==> config.mk <==
export PLATFORM = sky130hd
export DESIGN_NAME = ex_muldiv_flat
export DESIGN_NICKNAME = d
export VERILOG_FILES = /design/src/rtl/ex_muldiv_if.sv /design/src/rtl/ex_muldiv.sv /design/src/flat_wrapper.sv
export SDC_FILE = /design/constraint.sdc
export NUM_CORES = 1
export LEC_CHECK = 0
export CAP_MARGIN = 20
export CORE_ASPECT_RATIO = 0.9
export CORE_MARGIN = 2
export CORE_UTILIZATION = 25
export CTS_CLUSTER_DIAMETER = 40
export DETAILED_ROUTE_END_ITERATION = 6
export PLACE_DENSITY_LB_ADDON = 0.15
export SYNTH_ARGS = -nofsm -noshare
export SYNTH_HDL_FRONTEND = slang
export SYNTH_SLANG_ARGS = --single-unit
export TNS_END_PERCENT = 100
==> constraint.sdc <==
create_clock -name clk -period 3.3 [get_ports clk]
set_input_delay 0.99 -clock clk [delete_from_list [all_inputs] [get_ports clk]]
set_output_delay 0.99 -clock clk [all_outputs]
set_load 0.02 [all_outputs]
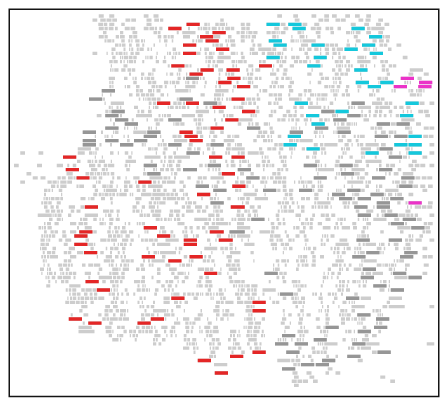
(run_1/flops_by_reg.png)
Other sequential cells in the stronger grey, the rest of the logic in the fainter grey.
[`u_core.bus.lo`] cyan | placed flops: 32 | where: upper right
[`u_core.acc`] red | placed flops: 64
[`u_core.cnt`] magenta | placed flops: 5 | where: upper right
not coloured: 103
seq pwr: 3.79 mW
FF+latch area: 5115 sq um
flop share of the area: 20.88%

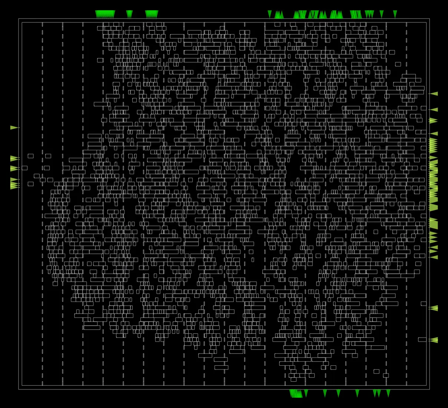
(run_1/placement.png)
final std cells w/o fill: 3547
final core occ: 35.85%
TAP cells: 883
Rows: 91

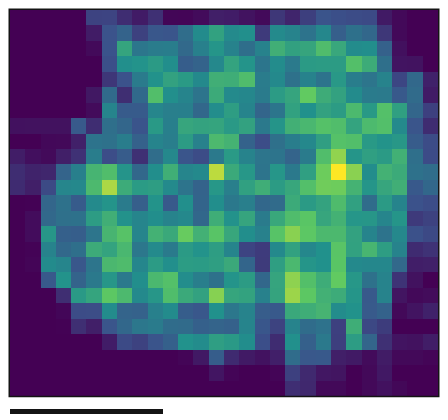
(run_1/metal_density.png)
Scale bar: 100 um. The die is cut into 28 by 25 equal tiles; dark purple is low, yellow is high, scaled to the fullest tile. Values are wire area over tile area, all layers added.
tiles over half the peak: 29%
mean over tiles: 0.19
nearly empty tiles: 19%
fullest tile: 0.58
emptiest ninth of the die: upper left
final WL: 84570 um
Global Route Usage Sum: 23.38%

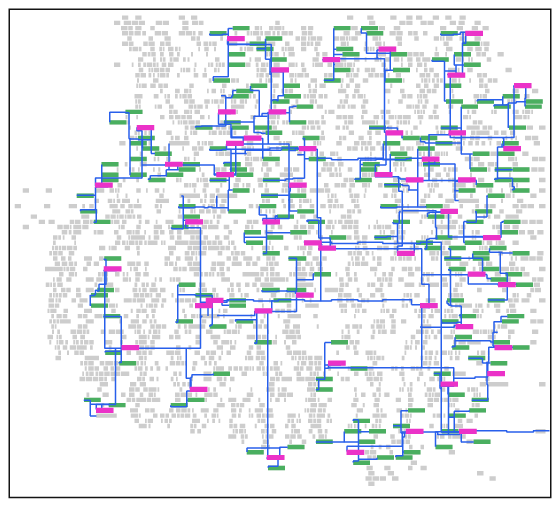
(run_1/clk_routes.png)
[clock wires] blue | length: 4490 um
[flip-flops] green | count: 204
[clock drivers] magenta | count: 51
flops lie: all over the die
routed clock nets: 52
worst-skew pair later-pin latency: 0.61 ns
Clk network pwr share: 26.2%
clock network power: 5.44 mW
Worst Skew: 0.02925 ns

==> summary.txt <==
yosys + openroad results -> status=finished, final reports clean, startpoint types=input port, Cell area leaders=dfrtp_1 30%, nand2_1 7.6%, o21ai_0 5.8%, mux2i_1 5.6%, ha_1 5.1%, WL per Instance=23.84 um, Peak Freq=310.7 MHz, Placeable Area=68320 sq um, share of layout cells above drive strength 1=22.34%, yosys cell count=2209, synth warn=0, placed cells=3429, Worst Setup Slack, final=a little over 0.08 ns, drt pass-1 iters=5, Syn Inst Count=2209, Die Width=280.5 um, Synth Seq Share=29.68%, antenna violations before repair=1, Clock Sinks=204, reg2reg path depth=11, hold buffer count at CTS=0, Max Cap Viol=0, largest net degree at the start of global routing=103, IO buf count=136, CTS buffer count=51, GRT overflow=0, top cell type by total area after synthesis=dfrtp_1, Synth Flop Type=dfrtp_1, count of tool warnings=29, Unique cell types=roughly 78, Mean Syn Cell Area=7.786 sq um, dpl hpwl=64910 um, Routed Antenna Nets=0, DIE AREA=70920 sq um, DRC=0, # fillers=about 7100, final setup fails=0, Slew @ Worst Pin=0.8293 ns, mux frac, synth=5.914%, H-tree depth=2, detailed-route via count=18830, global-route wire length before repair=123800 um, number of global-route vias before repair=18290, Worst R2R Setup Slack=0.09 ns, Mapped Area=17200 sq um, area share, top type=29.68%, PD cells=848.5 nW/um^2, Max clock buf depth=3, CP arrival=3.68 ns, Setup crit end kind=register, Initial Util=25.18%, CP required=3.76 ns, IO Pins=137, Final Hold Vio Count=0, CTS tree=built, post-synthesis adder-cell area fraction=5.325%, WS Path Type=in2reg, Nets=2763, Net Count, Synth=2352, simple share=20.40%, max reg flops=64, synthesis-to-finish area growth=42.40%, Reg clk slew, reported paths=0.05 ns, Worst Path Max Fanout=5, initial DRC count=1663, relative max-transition margin=between 40% and 50%, ys flops=204, Post-synth EDFFs=0, leakage=10.48 nW, yosys stat chip area=roughly 17000 sq um, XOR/XNOR Fraction of Synth Area=9.115%, maximum VDD drop=0.3976 mV, post-placement setup slack=-0.6025 ns, clk root buf=clkbuf_16, final count of pins violating max slew=0, fin crit period=~3.2 ns, ao+oa area frac=24.47%, post-DR vias/cell=5.310, Main logic family=AND-OR/OR-AND gates, Post-synth ARST share=100.0%, Hold Crit Class=in2async, GP Congestion=just over 0.9, Die Ht=252.8 um, Final period util=97.53%
run 1: report_power, final:
part           internal (mW)  switching [mW]  total [mW]
Combinational           5.01            6.54        11.5
Clock                   3.70            1.75        5.44
Sequential              3.16           0.627        3.79
run 1: layout by cell type, fill, tap and decap left out, types with 16 or more instances in the layout:
cell,count
buf_4,372
dfrtp_1,198
nor2_1,157
nor2b_1,18
o211ai_1,54
nor3_1,32
nand2b_1,17
mux2i_1,96
xnor2_1,98
nand2_1,344
nand3_1,33
a31oi_1,22
o31ai_1,21
or3_1,18
ha_1,64
a32oi_1,30
o221ai_1,21
clkbuf_16,52
xor2_1,81
a21oi_1,139
clkdlybuf4s50_1,134
a211oi_1,21
buf_12,16
o21ai_0,192
inv_1,60
a21o_1,25
run 1: area by class of cell:
type,count,area [sq um],area share (%)
diodes,1,2.502,0.01022
clock buffers,70,1458,5.951
clock inverters,26,387.9,1.584
inverters,63,239.0,0.9757
multi-input cells,1774,11680,47.67
flip-flops and latches,204,5115,20.88
well taps,883,1105,4.511
repair buffers,526,4511,18.42
run 1: per-stage QoR:
step | util (%) | setup TNS (ns) | total power, mW | cell area, sq um | hold slack (ns)
finish | 35.85 | 0 | 20.78 | 24490 | 0.2703
global route | 35.85 | -0.05001 | 21.96 | 24490 | 0.2802
CTS | 35.20 | 0 | 20.21 | 24050 | 0.2789
detailed placement | 32.28 | -19.31 | 14.53 | 22050 | 0.4551
global placement | 32.28 | -18.57 | 14.49 | 22050 | 0.4510
floorplan | - | 0 | 9.815 | 17230 | 0.4369
run 1: what timing repair did:
item / CTS / global route
pin swaps: 9 / 30
buffers inserted: 4 / 17
endpoints found under the hold margin: 0 / 0
resized: 26 / 67
setup endpoints to repair: 33 / 49
gates cloned: 0 / 1
run 1: cells by family after synthesis:
| kind of cell | Yosys count |
|---|---|
| AOI/OAI and AO/OA | 662 |
| xor gates and xnor gates | 179 |
| adders and majority gates | 72 |
| buffers and inverters | 231 |
| DFF | 204 |
| muxes | 101 |
| and+or+nand+nor | 760 |
run 1: synth_stat cells, drive strengths merged, types with 15 or more instances:
cell and count:
a21oi 154, o21ai 201, o211ai 54, mux2i 96, nand2 348, nor3 36
a211oi 25, nand2b 20, clkbuf 149, nor2b 19, nor4 20, o221ai 23
or4 17, inv 63, or3 20, nor2 165, a32oi 30, xnor2 98
dfrtp 204, and3 15, xor2 81, nand4 15, a21o 25, nand3 33
buf 19, a31oi 24, ha 70, o31ai 26
run 1: worst max-delay path, cell delays in order:
cell             delay [ns]
clkdlybuf4s50_1        0.46
or4_1                  0.59
nor4_2                 0.27
buf_4                  0.16
nand2_1                0.14
o21ai_0                0.23
xor2_1                 0.33
nor2_1                 0.11
a21oi_2                0.25
o21ai_0                0.13
run 1: metal layers:
layer / GRT usage [%] / routed length [um]
met5: 0 / 7
met4: 6.875 / 2539
met3: 3.423 / 5183
met2: 35.54 / 36940
met1: 34.01 / 39900
No activity file was given, so power comes from the tool's default toggle rates.
